`src/rtl/seven_seg_scan.sv`:
```
// Multiplexed seven-segment driver: scans DIGITS patterns onto one segment bus with blanking, PWM and polarity.
// Outputs are registered from the post-edge scan state; inputs are sampled only at slot boundaries.
module seven_seg_scan #(
    parameter int DIGITS      = 4,
    parameter int FREQ        = 2500,
    parameter int CBITS       = 12,
    parameter int BRIGHT_BITS = 4,
    parameter int ACTIVE_LOW  = 0
) (
    input  logic                   clk,
    input  logic                   rst,
    input  logic [7*DIGITS-1:0]    digits_in,
    input  logic [DIGITS-1:0]      blank,
    input  logic [BRIGHT_BITS-1:0] brightness,
    output logic [6:0]             segment,
    output logic [DIGITS-1:0]      digit_sel,
    output logic                   frame_start
);

    localparam int IW = (DIGITS > 1) ? $clog2(DIGITS) : 1;
    localparam int PW = CBITS + BRIGHT_BITS;
    localparam logic [CBITS-1:0]  FREQ_C  = CBITS'(FREQ);
    localparam logic [PW-1:0]     STEP_C  = PW'((FREQ + 1) >> BRIGHT_BITS);
    localparam logic [IW-1:0]     LAST    = IW'(DIGITS - 1);
    localparam logic [6:0]        SEG_POL = (ACTIVE_LOW != 0) ? '1 : '0;
    localparam logic [DIGITS-1:0] SEL_POL = (ACTIVE_LOW != 0) ? '1 : '0;

    logic [CBITS-1:0]       cnt, cnt_n;
    logic [IW-1:0]          idx, idx_n;
    logic [6:0]             seg_l, seg_n, seg_pick;
    logic                   blank_l, blank_n, blank_pick;
    logic [BRIGHT_BITS-1:0] bright_l, bright_n;
    logic                   wrap;
    logic [PW-1:0]          on_cycles;
    logic                   lit;
    logic [DIGITS-1:0]      sel_n;

    // Everything below is the post-edge view, so outputs line up with cnt/idx.
    always_comb begin
        wrap       = (cnt >= FREQ_C);
        cnt_n      = wrap ? '0 : cnt + CBITS'(1);
        idx_n      = idx;
        if (wrap) begin
            idx_n = (idx == LAST) ? '0 : idx + IW'(1);
        end
        seg_pick   = '0;
        blank_pick = 1'b1;
        for (int k = 0; k < DIGITS; k++) begin
            if (idx_n == IW'(k)) begin
                seg_pick   = digits_in[7*k +: 7];
                blank_pick = blank[k];
            end
        end
        seg_n      = wrap ? seg_pick   : seg_l;
        blank_n    = wrap ? blank_pick : blank_l;
        bright_n   = wrap ? brightness : bright_l;
        on_cycles  = PW'(bright_n) * STEP_C;
        lit        = !blank_n && ((&bright_n) || (PW'(cnt_n) < on_cycles));
        sel_n      = '0;
        for (int k = 0; k < DIGITS; k++) begin
            sel_n[k] = lit && (idx_n == IW'(k));
        end
    end

    always_ff @(posedge clk) begin
        if (!rst) begin
            cnt         <= '0;
            idx         <= LAST;
            seg_l       <= '0;
            blank_l     <= 1'b1;
            bright_l    <= '0;
            frame_start <= 1'b0;
            segment     <= SEG_POL;
            digit_sel   <= SEL_POL;
        end else begin
            cnt         <= cnt_n;
            idx         <= idx_n;
            seg_l       <= seg_n;
            blank_l     <= blank_n;
            bright_l    <= bright_n;
            frame_start <= wrap && (idx_n == '0);
            segment     <= (lit ? seg_n : 7'h00) ^ SEG_POL;
            digit_sel   <= sel_n ^ SEL_POL;
        end
    end

endmodule

```
`config.mk`:
```
export PLATFORM = sky130hd
export DESIGN_NAME = seven_seg_scan
export DESIGN_NICKNAME = d
export VERILOG_FILES = /design/src/rtl/seven_seg_scan.sv
export SDC_FILE = /design/constraint.sdc
export NUM_CORES = 1
export LEC_CHECK = 0
export ABC_AREA = 1
export CAP_MARGIN = 20
export CORE_MARGIN = 3
export CORE_UTILIZATION = 51
export DETAILED_ROUTE_END_ITERATION = 7
export GPL_ROUTABILITY_DRIVEN = 0
export PLACE_DENSITY_LB_ADDON = 0.3
export SLEW_MARGIN = 20
export SYNTH_ARGS = -nofsm -noshare
export SYNTH_HDL_FRONTEND = slang
export SYNTH_SLANG_ARGS = --single-unit
```
`constraint.sdc`:
```
create_clock -name clk -period 5.9 [get_ports clk]
set_clock_uncertainty 0.15 [all_clocks]
set_input_delay 0.59 -clock clk [delete_from_list [all_inputs] [get_ports clk]]
set_output_delay 0.59 -clock clk [all_outputs]
set_load 0.02 [all_outputs]
```
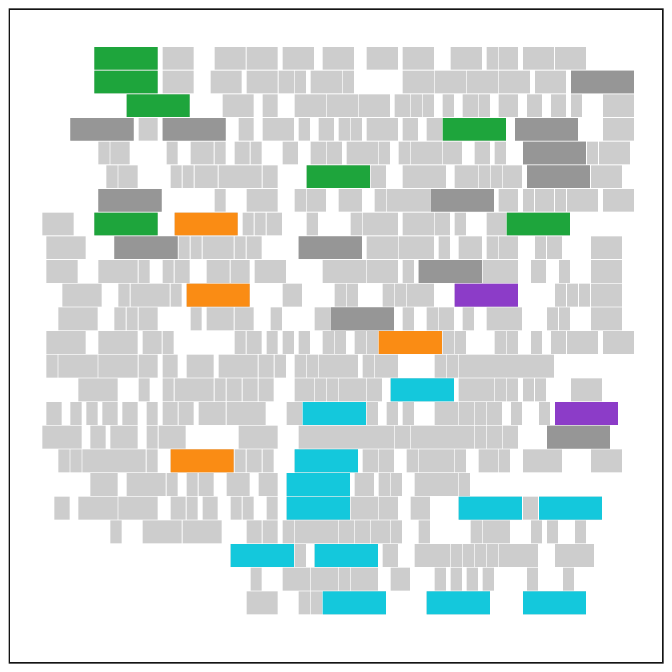
Fig. 1. Sequential cells colored by netlist name (run 1).
| color | netlist name | sequential cells |
|---|---|---|
| orange | bright_l | 4 |
| green | segment | 7 |
| cyan | cnt | 12 |
| purple | idx | 2 |
Seq. pwr: 0.260 mW
post-layout util: 68.4%
fraction of area in registers: 24.9%
FF+latch area: 761 sq um

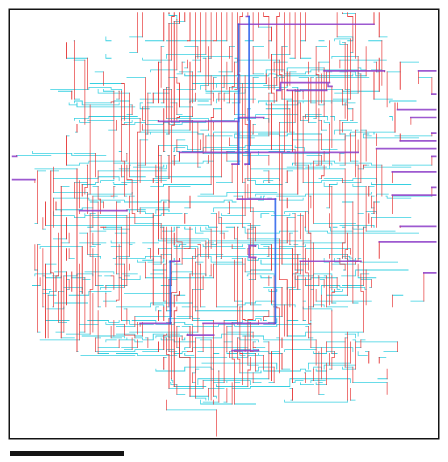
Fig. 2. Wiring by layer (run 1).
Scale bar: 20 microns.
| color | layer | wire length |
|---|---|---|
| blue | M4 | 83.0 microns |
| red | M2 | 2,690 microns |
| purple | M3 | 235 microns |
| cyan | M1 | 2,540 microns |

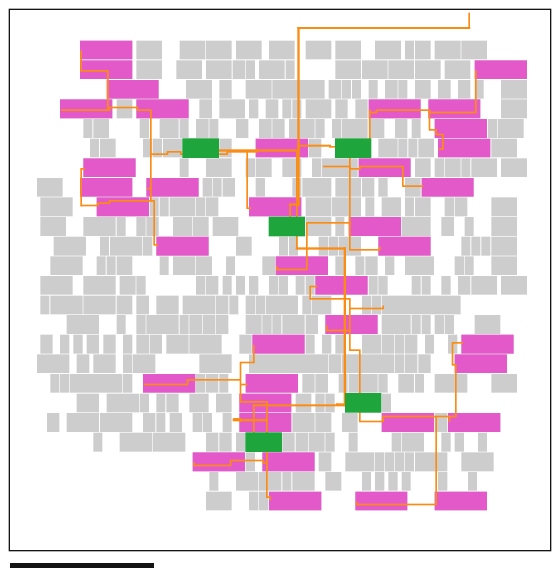
Fig. 3. Clock distribution (run 1).
Scale bar: 20 microns.
[magenta] flip-flops | count: 38
[green] clock-net drivers | count: 5
[orange] clock wires | length: 468 microns
flops lie: all over the die
routed clock nets: 6
clk pwr: 0.273 mW
clock power share: 48.2%
Latency at later pin: 0.29 ns

==> out/results.ini, run 1 <==
[global_route]
use_met3_pct=4.41
met2_usage_pct=34.5
antenna_found_initial=0
grt_use_total_pct=21.2
grt_pass1_vias=2078
top_usage_layer=met2
grt_pass1_wl_microns=9200
grt_overflow=0

[setup_path]
rrSetupSlack_ns=0.98
critical_path_arrival_ns=4.94
crit_path_top_delay_cell=dfxtp_1
endpoint=segment[1]
cpPeakStageDelay_ns=0.38
worst_path_most_repeated_cell=nand2_1
worstSetupPathType=register to register
r2r_cells=30
crit_required_ns=5.92
r2r_end=segment[1]
startpoint=cnt[4]

[clocking]
root_buffer=clkbuf_8
clkSlewWorstSetupHoldPaths_ns=0.08
cts_resized=0
numClockSinks=38
clock_path_buffers=2
numCtsBuffers=5
htreeDepth=2

[die]
ios=50
rows=24
fp.dieW_microns=74.9
fp-utilization_pct=54.1
fp.dieH_microns=74.9
core_sq_um=4470
n_tap_cell=52

[final_timing]
hold_viol=0
fmax_mhz=203
holdWs_ns=0.316
maxSlewViolCount=0
setup_violations=0
rsz0062_at_grt=false
totalNegativeSetupSlack_ns=0

[logic_synthesis]
yosys-stat-area_sq_um=2420
synth.avg_cell_area_sq_um=7.36
edf_count=0
top_area_share_pct=31.4
netlist_area_sq_um=2420
synthTopLogicFamily=simple AND/OR/NAND/NOR gates
synth_adder_area_share_pct=13.2
synthTopCellsByCount=nand2_1, inv_1, dfxtp_1
synthDistinctLibCells=35
simple_gate_share_pct=31.5
synth.largest_area_cell=dfxtp_1
most_common_cell=nand2_1
synth_top_flop_cell=dfxtp_1

[drt]
dr.pass1.iters=4
ant_nets=0
vias_per_cell=5.12
wl_microns=5550
drtIter0Drc=107

[layout]
mostFrequentLayoutCells=nand2_1, inv_1, clkdlybuf4s50_1
antenna_cells=0
buffers=49
dominant_cells=multi-input combinational cells
bufAreaShareNonClock_pct=16.0
clock_buffers=6
syn2layout_area_growth_pct=26.3
drive_gt1_share_pct=10.6
flops=38
inverters_excl_clock=50
nMultiInputCombCells=233
clkCellAreaFrac_pct=4.66
num-fill-cells=384
logic_area_sq_um=1410

[status]
run_status=finished, final reports clean

[pwr]
pwr_density_cell_nw_per_um2=185
leakage_nw=1.41
switching_share_pct=18.4
p_int_mw=0.462
ir_drop_v=0.0000877
p_total_mw=0.567
pwr-share-seq_pct=45.8

[hold_path]
min_path_cells=1
hold_start=cnt[0]
hold_class=register to register

[placed_design]
io_buffers=49

## run 1: power groups by stage
| stage | registers (mW) | logic, mW | clock network, mW |
|---|---|---|---|
| after floorplan | 0.265 | 0.00711 | 0 |
| after global placement | 0.266 | 0.0337 | 0 |
| after detailed placement | 0.266 | 0.0335 | 0 |
| after CTS | 0.260 | 0.0339 | 0.275 |
| after global routing | 0.260 | 0.0367 | 0.289 |
| final | 0.260 | 0.0338 | 0.273 |
## run 1: worst max-delay path, delay by kind of cell, from the launching register on
kind	cells	cell delay [ns]
adder cells (fa/ha/maj)	4	1.07
AND/OR/NAND/NOR	19	2.22
AND-OR/OR-AND	3	0.55
flip-flops	1	0.38
XOR/XNOR	1	0.09
buffers and inverters	3	0.32
## run 1: stage by stage
stage / instances / utilization [%] / cell area [sq um] / setup slack (ns)
floorplan: 329 / - / 2420 / 1.46
global placement: 422 / 65.2 / 2920 / 1.13
detailed placement: 422 / 65.2 / 2920 / 0.991
CTS: 430 / 68.4 / 3060 / 0.971
global route: 430 / 68.4 / 3060 / 0.471
finish: 430 / 68.4 / 3060 / 0.979
## run 1: per-layer routing
| metal | wire length, microns | part of all wire (%) | up-vias |
|---|---|---|---|
| met5 | 0 | 0 | - |
| met4 | 82 | 1.5 | 0 |
| met3 | 235 | 4.2 | 8 |
| met2 | 2690 | 48 | 49 |
| met1 | 2540 | 46 | 1011 |
| li1 | - | - | 1133 |
## run 1: flip-flops by register name, indices dropped and copies added, names as in the netlist
| register | count |
|---|---|
| blank_l | 1 |
| seg_l | 7 |
| frame_start | 1 |
| idx | 2 |
| bright_l | 4 |
| segment | 7 |
| cnt | 12 |
| digit_sel | 4 |
Fig. 4: run 1, routing congestion
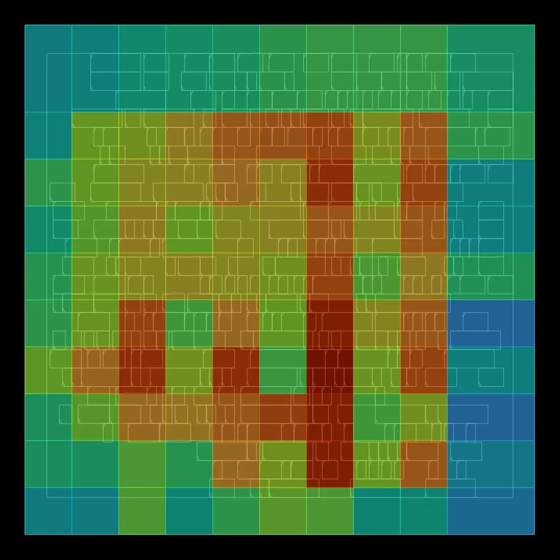

## Run 2: what changed since run 1
==> constraint.sdc (replaced) <==
create_clock -name clk -period 4.8 [get_ports clk]
set_clock_uncertainty 0.15 [all_clocks]
set_input_delay 0.48 -clock clk [delete_from_list [all_inputs] [get_ports clk]]
set_output_delay 0.48 -clock clk [all_outputs]
set_load 0.02 [all_outputs]
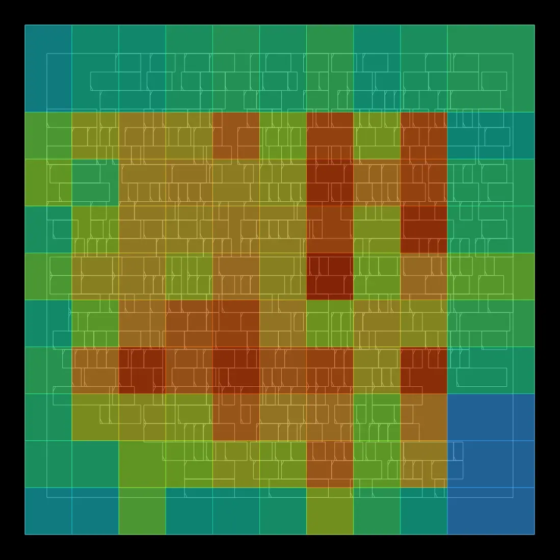
Fig. 5. Routing congestion (run 2).
met1 global-route usage: 27.6%
post-layout util: 70.9%
Wirelength per Cell: 13.6 microns
met2 Track Usage GR: 35.7%

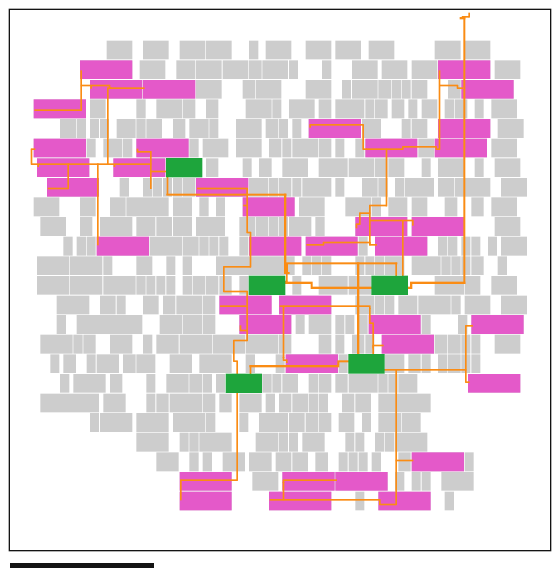
Fig. 6. Clock distribution (run 2).
Scale bar: 20 microns.
[magenta] flip-flops | count: 38
[green] clock-net drivers | count: 5
[orange] clock wires | length: 504 microns
routed clock nets: 6

==> out/results.ini, run 2 <==
[logic_synthesis]
edf_count=0
synth.largest_area_cell=dfxtp_1
synth.avg_cell_area_sq_um=7.36
most_common_cell=nand2_1
top_area_share_pct=31.4
netlist_area_sq_um=2420
simple_gate_share_pct=31.5
synthTopCellsByCount=nand2_1, inv_1, dfxtp_1
synthTopLogicFamily=simple AND/OR/NAND/NOR gates

[clocking]
numClockSinks=38
root_buffer=clkbuf_8
clkSlewWorstSetupHoldPaths_ns=0.08
insertion_delay_ns=0.29
numCtsBuffers=5
clock_path_buffers=2

[final_timing]
worst_slack_ns=0.213
holdWs_ns=0.318
setup_violations=0
fmax_mhz=218
hold_viol=0

[hold_path]
hold_class=register to register

[die]
core_sq_um=4470
fp.dieW_microns=74.9
fp-utilization_pct=54.1
ios=50
fp.dieH_microns=74.9

[layout]
logic_area_sq_um=1490
regMostFlops=cnt
antenna_cells=0
postLayoutCellArea_sq_um=3170
largest_register_ffs=12
syn2layout_area_growth_pct=31.0
num-fill-cells=376

[placed_design]
preCtsSetupSlack_ns=-0.00107

[setup_path]
worstSetupPathType=register to register
crit_path_top_delay_cell=dfxtp_4
critical_path_arrival_ns=4.67
critical_path_buf_inv_count=4
critPathTopFamily=simple AND/OR/NAND/NOR gates
worst_path_most_repeated_cell=nand2_1

[pwr]
p_total_mw=0.627
pwr-share-seq_pct=50.8
p_clk_share_pct=42.5
pwr_density_cell_nw_per_um2=197
p_int_mw=0.502
switching_share_pct=20.0
ir_drop_v=0.000182
leakage_nw=1.50

[drt]
drtIter0Drc=127
met2_length_microns=2990
highest_layer=met4
ant_nets=0
wl_met3_microns=231
dr.pass1.iters=4
wl_microns=6010
vias_per_cell=5.12

[global_route]
grt_pass1_vias=2062
use_met3_pct=3.74
antenna_found_initial=0
top_usage_layer=met2
grt_use_total_pct=21.2

[status]
run_status=finished, final reports clean

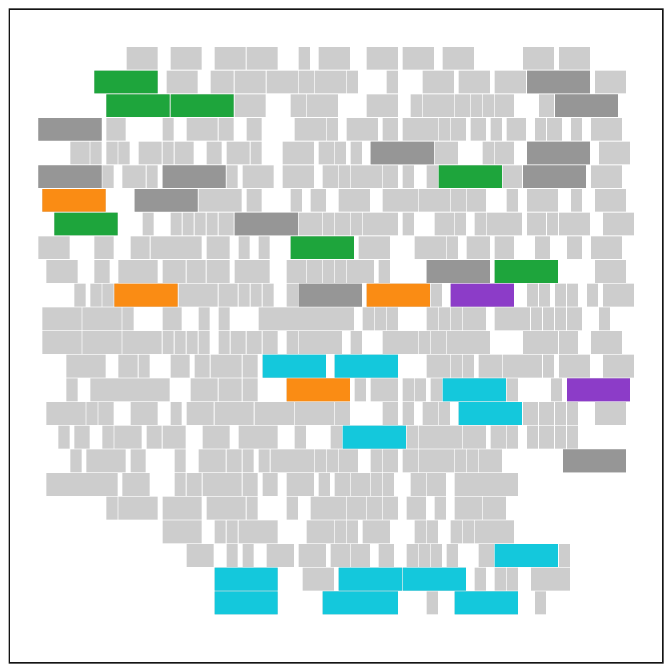
Fig. 7. Sequential cells colored by netlist name (run 2).
| color | netlist name | sequential cells |
|---|---|---|
| green | segment | 7 |
| purple | idx | 2 |
| orange | bright_l | 4 |
| cyan | cnt | 12 |
Seq. pwr: 0.319 mW
fraction of area in registers: 24.1%
FF+latch area: 764 sq um

==> run 2: cell counts after synthesis <==
No cell type changed its count.
==> run 2: worst paths after layout <==
path                            startpoint          to  slack (ns)  depth (start not counted)
worst max-delay path                cnt[4]  segment[1]        0.21                         30
worst min-delay path                cnt[0]      cnt[0]        0.32                          1
worst max register to register      cnt[4]  segment[1]        0.21                         30
worst min register to register      cnt[0]      cnt[0]        0.32                          1
==> run 2: layout make-up <==
cell class / instances / area share (%)
timing repair buffer: 59 / 17.8
clock buffer: 7 / 2.40
tap: 52 / 2.05
inverter: 50 / 5.91
sequential: 38 / 24.1
multi-input combinational: 235 / 46.8
clock inverter: 1 / 0.946
==> run 2: logic make-up (layout without fill, tap and decap cells) <==
kind of cell             after synthesis  in the layout
XOR/XNOR                              11             11
buffers and inverters                 58            117
adder cells (fa/ha/maj)               25             25
AND/OR/NAND/NOR                      156            158
AND-OR/OR-AND                         41             41
flip-flops                            38             38
==> run 2: worst register-to-register path, delay by kind of cell (launching register included) <==
family | cells | cell delay (ns)
adders and majority gates | 4 | 1.13
and+or+nand+nor | 18 | 2.11
AOI/OAI and AO/OA | 4 | 0.53
buffers and inverters | 4 | 0.26
DFF | 1 | 0.37
==> run 2: what timing repair did <==
| action | CTS | global route |
|---|---|---|
| gates cloned | 0 | 2 |
| setup endpoints to repair | 1 | 11 |
| gates resized | 1 | 15 |
| pin swaps | 0 | 4 |
| buffers inserted | 0 | 7 |
==> run 2: power groups by stage <==
stage / Clock, mW / Combinational, mW / Sequential (mW)
after global placement: 0 / 0.0411 / 0.326
after floorplan: 0 / 0.00874 / 0.326
final: 0.266 / 0.0419 / 0.319
after CTS: 0.268 / 0.0417 / 0.319
after global routing: 0.281 / 0.0451 / 0.319
after detailed placement: 0 / 0.0412 / 0.326
No activity file was given, so power comes from the tool's default toggle rates.
